Design simon_cfg_axil, sky130hd; sources not shown.
Figure 1. Placement view.
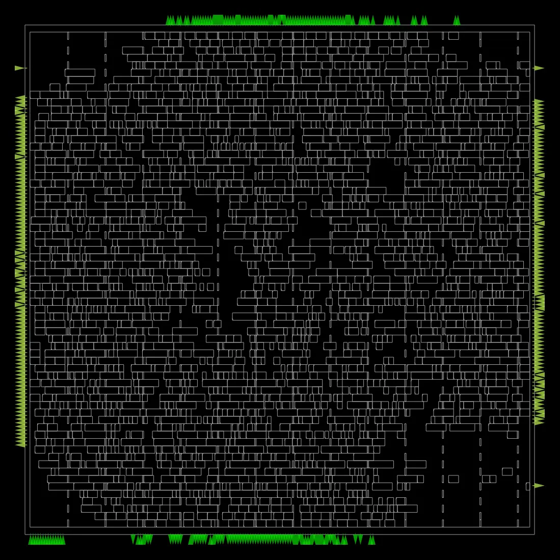
fin cells: 2459
flip-flops: 345
Well Taps: 448

Figure 2. Pin map.
Pins as bars across the die edge, other pins in grey.
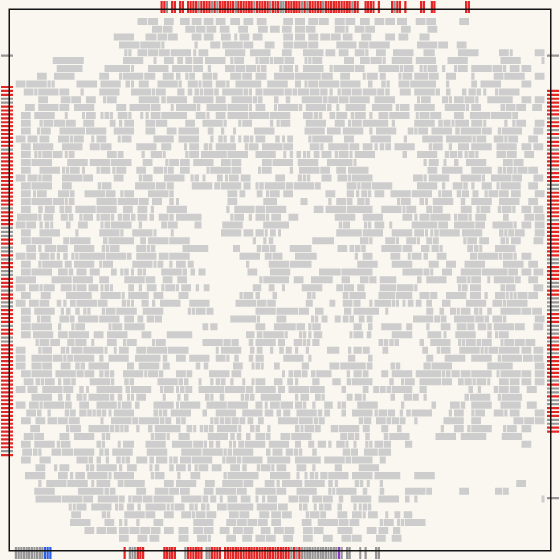
| colour | port | pins | direction | edge |
|---|---|---|---|---|
| red | init_key | 256 | output | 76 west, 74 north, 60 east, 46 south |
| purple | rst | 1 | input | south |
| blue | s_awprot | 3 | input | south |
all pins by edge: 96 west, 90 south, 90 east, 88 north
Die W: 188 µm
die height: 188 µm
port buffer count: 347

Figure 3. Clock wires, drivers and flops.
Bar = 50 µm.
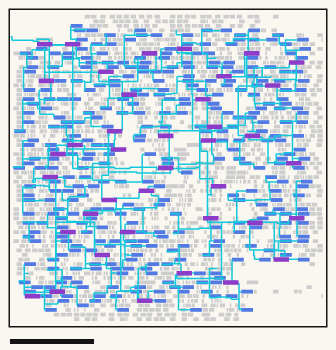
[cyan] clock wires | length: 4290 µm
[purple] cells driving clock nets | count: 39
[blue] flip-flops | count: 345
routed clock nets: 40
Fin Clk Skew: 0.0161 ns
Late-Pin Clk Latency: 0.53 ns
Clock Power: 3.37 mW
power share of the clock group: 47.4%

Figure 4. The metal 3 layer.
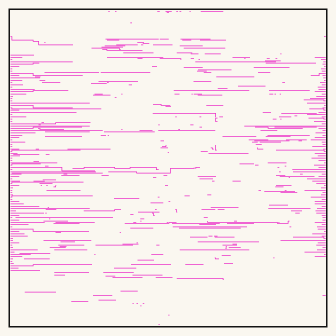
share of all routed wire: 8.3%
main direction: horizontal
wire length on this layer: 4570 µm
total number of vias: 14112
Post-Route WL: 54.8 mm
grt met3 use: 6.72%

Figure 5. Cell area per tile.
19 x 19 tiles, from white (low) to dark blue (high), 0 to 100% covered.
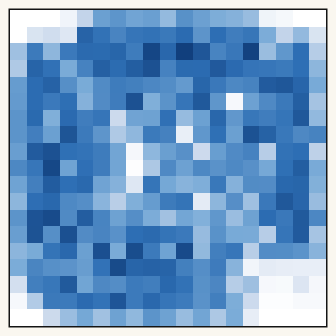
emptiest ninth of the die: south-east
tiles over 75% full: 19%
mean over tiles: 56%
fullest tile: 94%
Floorplan Utilization: 45.7%
final core occ: 60.7%
CORE AREA: 33500 µm²

==> impl_metrics.yaml <==
# flow metrics
worst_setup_path:
  cp_max_fo: 43
  cp.required_ns: 4.65
  reg2reg_slack_ns: 1.23
  start_kind: "flop"
  critPathArrivalTime_ns: 3.42
clock_network:
  cts-resized-gates: 0
  clockBufferDepth: 3
  cts_setup_buffers: 0
  path_clk_slew_ns: 0.06
  cts_buffers: 39
  cts_hold_buf: 0
  cts-root-buf: "clkbuf_16"
  cts_tree: "yes"
  cts.sinks: 345
yosys:
  yosys.stat.seqShare_pct: 45.1
  async_flop_share_pct: 0
  ys_sh_mux_pct: 19.1
  synth-xor-area-share_pct: 0
  ys_area_um2: 15300
  yosysTopAreaCell: "dfxtp_1"
  synthDistinctLibCells: 66
  ys_warn_count: 0
  logic_family: "multiplexers"
  yosys_cells: 1715
  simple_gate_share_pct: 18.3
  synth.cellmix.compoundShare_pct: 13.5
  edf_count: 0
  synth_flop_count: 345
  synthesis.area_um2: 15300
  synth_top_area_share_pct: 45.1
  synth.avg_cell_area_um2: 8.94
  synth.cellmix.adderShare_pct: 0
  topCellsByArea: "dfxtp_1, mux2i_1, nor2_1"
sta:
  slew-limit-headroom_pct: 15.5
  setup_tns_ns: 0
  period_used_pct: 71.5
  drv_slew: 0
  setup_viol_count_final: 0
  worst_pin_slew_ns: 1.27
  period_minus_slack_ns: 3.07
  rsz0062_at_grt: "no"
  fmax_ghz: 0.325
power_and_ir_drop:
  power_leakage_nw: 6.82
  pwr_density_cell_nw_per_um2: 350
  max-vdd-ir-drop_v: 0.000332
detailed_routing:
  antenna_left: 0
  dr.pass1.iters: 5
  wl_per_cell_um: 22.3
  wl_met3_mm: 4.57
  drc_errors: 0
  viasPerCell: 5.74
  wl_met2_mm: 25.2
  drt-initial-drc-count: 1174
  highest_layer: "met5"
  wl_met1_mm: 22.9
layout:
  drive_gt1_share_pct: 8.95
  diodes: 0
  area_delta_synth_final_pct: 32.7
global_route:
  grt_pass1_wl_mm: 83.1
  grt_start_max_net_pins: 244
  grt_usage_pct: 30.3
  grt_pass1_vias: 13762
  antenna_found_initial: 1
run_status:
  status: "finished clean"
hold_path:
  holdCritPathClass: "flop to flop"
floorplan:
  dieArea_um2: 35200
run:
  warnings: 42
place:
  routabilityCongestion: 0.895
-- per-layer routing --
| layer | track usage [%] | up-vias |
|---|---|---|
| met5 | 0 | - |
| met4 | 11.9 | 2 |
| met3 | 6.72 | 132 |
| met2 | 48.8 | 637 |
| met1 | 39.4 | 6857 |
| li1 | - | 6484 |
-- power by group --
group / switching, mW / internal [mW]
registers: 0.0315 / 3.22
clock network: 1.34 / 2.04
logic: 0.335 / 0.152
-- critical path, stage by stage (launching register included) --
cell	delay (ns)
dfxtp_2	0.55
buf_4	0.59
a21boi_1	0.39
nand2_1	0.19
a21oi_2	0.83
mux2i_1	0.28
nor2_1	0.06
-- cells in the final DEF (no fill, tap or decap), types with 4 or more instances in the layout --
cell type,count
a211o_1,7
nor2_1,291
clkbuf_8,11
inv_1,6
nor4_4,8
nor3_4,7
mux2_2,22
nor3_1,22
buf_4,31
or3_1,8
mux2i_1,266
clkbuf_1,5
o22ai_1,28
nor2b_1,35
o221ai_1,4
nand3_1,11
a21oi_2,7
nand2b_1,16
o221a_2,22
o21ai_1,8
a31oi_1,13
dfxtp_1,344
clkbuf_16,39
a21oi_1,114
a211oi_1,13
clkinv_2,6
clkdlybuf4s50_1,344
a21o_1,24
o21ai_0,71
nand2_1,153
a22oi_1,4
-- per-stage QoR --
stage          std cells  hold WS, ns  setup WS [ns]  cell area (µm²)  power (mW)
6_report            2459        0.450           1.23            20300        7.11
5_1_grt             2459        0.469           1.07            20300        7.31
4_1_cts             2459        0.450           1.27            20300        7.14
3_5_place_dp        2392        0.443          0.787            19000        3.80
3_3_place_gp        2392        0.438          0.802            19000        3.80
2_1_floorplan       1716        0.432           1.94            15300        3.61
-- Yosys cell counts, types with 6 or more instances --
| cell | n |
|---|---|
| buf_1 | 20 |
| nor3_1 | 22 |
| o21ai_0 | 71 |
| mux2i_1 | 266 |
| buf_2 | 8 |
| a211oi_1 | 13 |
| inv_1 | 6 |
| a21oi_2 | 7 |
| a211o_1 | 7 |
| o21ai_1 | 8 |
| nor4_4 | 8 |
| clkbuf_1 | 119 |
| nor2b_1 | 35 |
| or3_1 | 8 |
| mux2_2 | 22 |
| nor3_4 | 7 |
| o22ai_1 | 28 |
| nand3_1 | 11 |
| a21o_1 | 24 |
| dfxtp_1 | 345 |
| o221a_2 | 22 |
| a31oi_1 | 13 |
| nand2b_1 | 16 |
| a21oi_1 | 114 |
| nor2_1 | 293 |
| nand2_1 | 154 |
-- logic make-up after synthesis --
group,Yosys count
AND/OR/NAND/NOR,592
multiplexers,289
AND-OR/OR-AND,331
flip-flops,345
buffers and inverters,157
other,1
-- layout make-up --
cell class / count / area [µm²]
clock buffer: 55 / 1150
sequential: 345 / 6910
timing repair buffer: 378 / 3720
tap: 448 / 561
clock inverter: 12 / 149
multi-input combinational: 1214 / 7830
fill: 2831 / 13200
inverter: 7 / 26.3
Power and IR drop assume default switching activity.
